### Congestion heat map, run 1

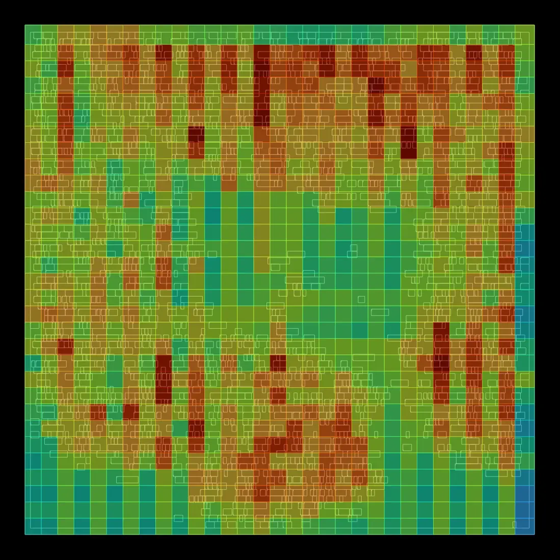
### The metal 3 layer, run 1

Scale: 1 px per um.
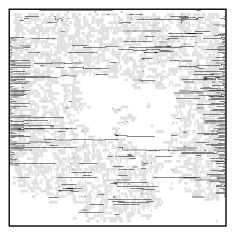
### Clock distribution, run 1

Scale: 1.5 px per um.
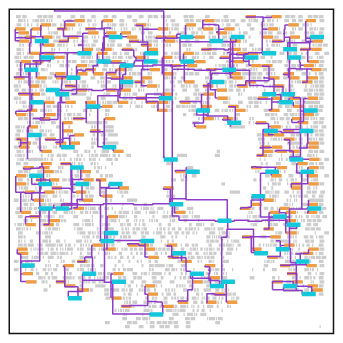
### Where the registers sit, run 1

Scale: 1 px per um. Other sequential cells in the stronger grey, the rest of the logic in the fainter grey.
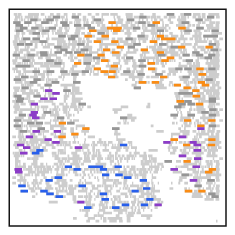
Design ctl_pipe, sky130hd; sources not shown.
==> flow_summary.ini, run 1 <==
; flow metrics
[grt]
grt_pass1_vias = 14020
grt_overflow = 0
antenna_found_initial = 8
grt_pass1_wl_mm = 84.19
grt_use_total = 0.2336

[power]
switchingPower_uw = 3427
total_power_uw = 13240
p_per_area_nw_per_um2 = 618.2
p_comb_frac = 0.173
pwr-share-seq = 0.266
peakVddDrop_v = 0.0003450
power.internal_uw = 9813
power.leakage_uw = 0.008188

[flow_run]
log.warning_count = 33
max_cap_viol_count = 1

[outcome]
status = complete, but fails checks
violations = max-capacitance violations, max-slew violations

[detailed_routing]
routed.top_layer = met5
drc = 0
routed-wl-met3_mm = 4.371
drt_iter0_markers = 994
ant_nets = 0
wl_met1_mm = 23.71
route.met2.wl_mm = 25.62

[sta]
setup_ws_ns = 0.2055
slew_headroom = -0.003477
hold_viol = 0
hold_ws_ns = 0.4447
final-setup-viol-count = 0
fin_crit_sh = 0.9358
slew_violations = 29
clock.fmax_mhz = 333.9
period_minus_slack_ns = 2.995

[clocking]
clockBufferDepth = 3
cts_tree = done
holdBufCountCts = 0
cts-root-buf = clkbuf_16
clkTransAtPathRegs_ns = 0.04
cts_sinks = 268
cts_max_level = 3

[synth]
ys_sh_adder = 0.05571
ys_seq_frac = 0.4008
synthXorXnorAreaFrac = 0.01440
ys_chip_area_sq_um = 13390
synthCells = 1755
yosys_cells = 1755
async_flop_share = 0
netlist_area_sq_um = 13390
numSynthFlops = 268
flop_cell = dfxtp_1
synthDistinctLibCells = 76
ys_warn_count = 0
ys_sh_mux = 0.01580

[setup_path]
cp_max_fo = 4
crit_type = reg2reg
arrival_ns = 3.45
r2r_cells = 12
setup.worst_path.start_class = flop
crit_slowest_cell = dfxtp_1
path_cells = inv_1 > ha_1 > inv_1 > ha_1 > a21oi_1 > nand2_1 > o211a_1 > a21o_1 > a21oi_1 > a41o_1 > nor4_1 > a221o_1
cp.required_ns = 3.65
critPathMaxStageDelay_ns = 0.40

[floorplan]
chipArea_sq_um = 46320
die_y_um = 215.2
fp-utilization = 0.3034
io-pin-count = 484
die_w_um = 215.2
core_area_sq_um = 44120

[placement]
dp_hpwl_mm = 39.85
dp.cells = 2742
placed_area_sq_um = 18850
numPortBuffers = 480
dp_slack_ns = 0.1079

[finish]
lay_top_count = clkdlybuf4s50_1
finish.instance_area_sq_um = 21420
nets = 2515
final_cells = 2875
syn_to_final_growth_pct = 60.00

[min_path]
worstHoldPathType = reg2reg
holdPathStages = 2
-- 'Congestion heat map' (at the start) --
Global Route met2 Usage: 0.3695
routed len/inst: 19.43 um
met3 usage: 0.07346

-- 'The metal 3 layer' (at the start) --
wire length on this layer: 4370 um
main direction: horizontal
vias: 14.41k
final wirelength: 55.85 mm

-- 'Clock distribution' (at the start) --
[orange] flip-flops | count: 268
[purple] clock wires | length: 4700 um
[cyan] cells driving clock nets | count: 73
routed clock nets: 74
Late-Pin Clk Latency: 0.58 ns
clock network power: 7420 uW
clock share of power: 0.561
skew final: 0.02187 ns

-- 'Where the registers sit' (at the start) --
| colour | name in the netlist | sequential cells |
|---|---|---|
| purple | inst_q | 32 |
| orange | alu_op_b_o | 64 |
| blue | pc_o | 30 |
not coloured: 142
post-layout util: 0.4854
Seq. pwr: 3520 uW
Reg area: 5365 sq um
Seq/total area: 0.2505

## run 1: area by class of cell
cell class | count | area, sq um | share of cell area
Timing Repair Buffer | 541 | 5391 | 0.2517
Inverter | 127 | 476.7 | 0.02226
Antenna cell | 5 | 12.51 | 0.0005842
Tap cell | 592 | 740.7 | 0.03459
Multi-Input combinational cell | 1215 | 6917 | 0.3230
Clock buffer | 96 | 2074 | 0.09686
Clock inverter | 31 | 439.2 | 0.02051
Sequential cell | 268 | 5365 | 0.2505
## run 1: cell usage after synthesis, types with 18 or more instances
cell      instances  area, sq um
o21ai_0          38        190.2
a21oi_1         250         1251
inv_1           127        476.7
mux2i_1          20        200.2
dfxtp_1         268         5365
clkbuf_1         91        341.6
nor3_1           65        325.3
nor2_1          142        533.0
buf_4            18        135.1
a221oi_1         50        437.9
ha_1             58        725.7
nand3_1          71        355.3
a211oi_1         45        337.8
buf_2            29        145.1
nand2_1         303         1137
## run 1: power groups by stage
stage / Clock, uW / Sequential [uW] / Combinational (uW)
2_1_floorplan: 0 / 3580 / 1300
3_3_place_gp: 0 / 3580 / 2250
3_5_place_dp: 0 / 3580 / 2260
4_1_cts: 7550 / 3520 / 2280
5_1_grt: 7740 / 3530 / 2530
6_report: 7420 / 3520 / 2290
## run 1: worst max-delay path, delay by kind of cell (launching register included)
family                     cells  cell delay, ns
adders and majority gates      2            0.61
buffers and inverters          2            0.11
and+or+nand+nor                2            0.18
DFF                            1            0.40
AOI/OAI and AO/OA              6            1.59
## run 1: routing by layer
metal | up-vias | GRT usage
met5 | - | 0
met4 | 6 | 0.1037
met3 | 135 | 0.07346
met2 | 530 | 0.3695
met1 | 6729 | 0.2911
li1 | 7010 | -
## run 1: what timing repair did
action / CTS / global route
buffers inserted: 0 / 0
endpoints found under the setup margin: 0 / 5
gates resized: 0 / 8
==> run 2: changes to the inputs <==
--- a/config.mk
+++ b/config.mk
@@ -13,7 +13,7 @@
 export GPL_ROUTABILITY_DRIVEN = 0
 export PLACE_DENSITY = 0.57
 export RECOVER_POWER = 25
-export SLEW_MARGIN = 25
+export SLEW_MARGIN = 30
 export SYNTH_ARGS = -nofsm -noshare
 export SYNTH_HDL_FRONTEND = slang
 export SYNTH_SLANG_ARGS = --single-unit
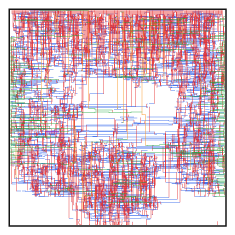
*Signal wires by layer, run 2*
Scale: 1 px per um.
| colour | layer | wire length |
|---|---|---|
| orange | met4 | 1690 um |
| red | met2 | 25.9 mm |
| green | met3 | 4140 um |
| purple | met5 | 12.0 um |
| blue | met1 | 23.9 mm |
GRT Total Usage: 0.2325
vias: 14.42k

==> run 2 against run 1 <==
  * The flow still finishes with violations (max-capacitance violations, max-slew violations)
  * First-iteration DRC count grew 0.40%
  * Worst hold slack improved by 0.00054 ns
  * Register-to-register slack lost 0.03 ns
  * Count of clock-buffer cells in the layout up 7
  * Cell count is 0.10% higher
  * Combinational power about the same
  * Critical path type unchanged
==> flow_summary.ini, run 2 <==
; flow metrics
[grt]
grtUsageMet1 = 0.2948
grt_overflow = 0
antenna_found_initial = 3
use_met3 = 0.06369
grt_max_degree = 142
grt_pass1_vias = 13860
gr-usage-met2 = 0.3745
grt_pass1_wl_mm = 83.95
grt-busiest-layer = met2

[detailed_routing]
routed_wl_mm = 55.65
wl_met1_mm = 23.95
drc = 0
routed.top_layer = met5
route.met2.wl_mm = 25.86
routed-wl-met3_mm = 4.141
post_drt_via_cell_ratio = 5.011
drt_iter0_markers = 998
wl_per_cell_um = 19.34
firstDrtPassIters = 5
ant_nets = 0

[synth]
ys_warn_count = 0
compound_area_frac = 0.2124
syn_avg_cell_area_sq_um = 7.627
top_logic_kind = simple AND/OR/NAND/NOR gates
ys_sh_adder = 0.05571
topCellsByArea = dfxtp_1 40%, a21oi_1 9.3%, nand2_1 8.5%, ha_1 5.4%, nor2_1 4.0%
yosysMostFrequentCell = nand2_1
top_cells_by_count = 303 x nand2_1, 268 x dfxtp_1, 250 x a21oi_1
yosysTopAreaCell = dfxtp_1
ys_sh_mux = 0.01580
netlist.area_leader.share = 0.4008
netlist_area_sq_um = 13390
numSynthFlops = 268
async_flop_share = 0
flop_cell = dfxtp_1
synthCells = 1755
ys_chip_area_sq_um = 13390
synthDistinctLibCells = 76
enable_flop_cells = 0
ys_seq_frac = 0.4008
yosys_cells = 1755
synthXorXnorAreaFrac = 0.01440
simple_gate_share = 0.2130

[setup_path]
cp.required_ns = 3.65
crit_type = reg2reg
cp_max_fo = 3
critPathCaptureType = flop
r2r_cells = 13
r2r_slack_ns = 0.18
setup.worst_path.start_class = flop
arrival_ns = 3.47

[finish]
mi_logic_area_sq_um = 6902
seq_area_sq_um = 5365
fill_cells = 4340
lay_top_count = clkdlybuf4s50_1
nets = 2515
syn_to_final_growth_pct = 59.78
finish.instance_area_sq_um = 21390
final_cells = 2878
drive_gt1_frac = 0.09501
lay_top_cells = 394 x clkdlybuf4s50_1, 302 x nand2_1, 268 x dfxtp_1

[clocking]
post_cts_buffers = 0
cts_tree = done
clockBufferDepth = 3
clkTransAtPathRegs_ns = 0.04
cts-root-buf = clkbuf_16
cts_sinks = 268
ctsResizeCount = 0
holdBufCountCts = 0
cts_max_level = 3
cts_buffers = 73

[flow_run]
max_cap_viol_count = 1
log.warning_count = 33

[sta]
period_minus_slack_ns = 3.020
hold_viol = 0
fin_crit_sh = 0.9438
slew_headroom = -0.01227
tightestPinTransition_ns = 1.518
clock.fmax_mhz = 331.1
slew_violations = 30
final-setup-viol-count = 0

[min_path]
holdPathStages = 2
worstHoldPathType = reg2reg

[floorplan]
die_w_um = 215.2
io-pin-count = 484
die_y_um = 215.2
core_area_sq_um = 44120
fp-row-count = 77
chipArea_sq_um = 46320
fp-utilization = 0.3034

[power]
p_per_area_nw_per_um2 = 614.8
power.leakage_uw = 0.008162
peakVddDrop_v = 0.0003757

[outcome]
violations = max-capacitance violations, max-slew violations
status = complete, but fails checks

[placement]
dp.cells = 2743
dp_hpwl_mm = 39.98
placed_area_sq_um = 18880
numPortBuffers = 480
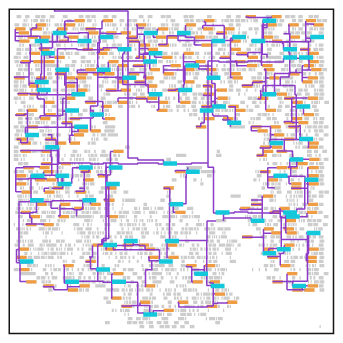
*Clock distribution, run 2*
Scale: 1.5 px per um.
[cyan] cells driving clock nets | count: 73
[orange] flip-flops | count: 268
[purple] clock wires | length: 4810 um
routed clock nets: 74
flops lie: spread over the die
Late-Pin Clk Latency: 0.59 ns
clock network power: 7340 uW
skew final: 0.01646 ns
clock share of power: 0.559

==> run 2: netlist changes by cell type in the layout (fill, tap and decap cells not counted), sizes merged <==
cell	delta
clkinvlp	+5
inv	+2
bufinv	-4
diode	-3
clkinv	-4
clkbuf	+7
==> run 2: cells by family (layout without fill, tap and decap cells) <==
kind of cell,Yosys count,in the layout
AOI/OAI and AO/OA,463,463
xor gates and xnor gates,22,22
adders and majority gates,59,59
buffers and inverters,273,801
DFF,268,268
muxes,21,21
other,1,4
and+or+nand+nor,648,648
==> run 2: worst max-delay path, cell delays in order, from the launching register on <==
cell and delay [ns]:
dfxtp_1 0.33, inv_1 0.05, ha_1 0.26, inv_1 0.04, ha_1 0.21, fa_1 0.41, a21oi_2 0.19, o211ai_1 0.16
nand3_1 0.18, a31oi_1 0.16, a2111oi_0 0.45, o21bai_1 0.15, xor2_1 0.17, o2bb2ai_1 0.13
==> run 2: layout make-up <==
class	count	share of cell area
Antenna cell	2	0.0002340
Clock buffer	103	0.1001
Clock inverter	30	0.01708
Inverter	127	0.02229
Multi-Input combinational cell	1215	0.3227
Sequential cell	268	0.2509
Tap cell	592	0.03463
Timing Repair Buffer	541	0.2521
==> run 2: report_power, final <==
group	switching, uW	internal (uW)
Clock	2230	5110
Combinational	1210	1070
Sequential	75.5	3450
Total	3520	9630
==> run 2: stage by stage <==
step	hold slack [ns]	setup WS [ns]	power [uW]	setup TNS (ns)	util
final	0.4452	0.1799	13150	0	0.4847
after global routing	0.4594	-0.005493	13670	-0.005493	0.4847
after CTS	0.4502	0.07923	13250	0	0.4847
after detailed placement	0.4440	0.09796	5847	0	0.4279
after global placement	0.4386	0.1412	5824	0	0.4273
after floorplan	0.4482	0.4794	4882	0	-
No activity file was given, so power comes from the tool's default toggle rates.
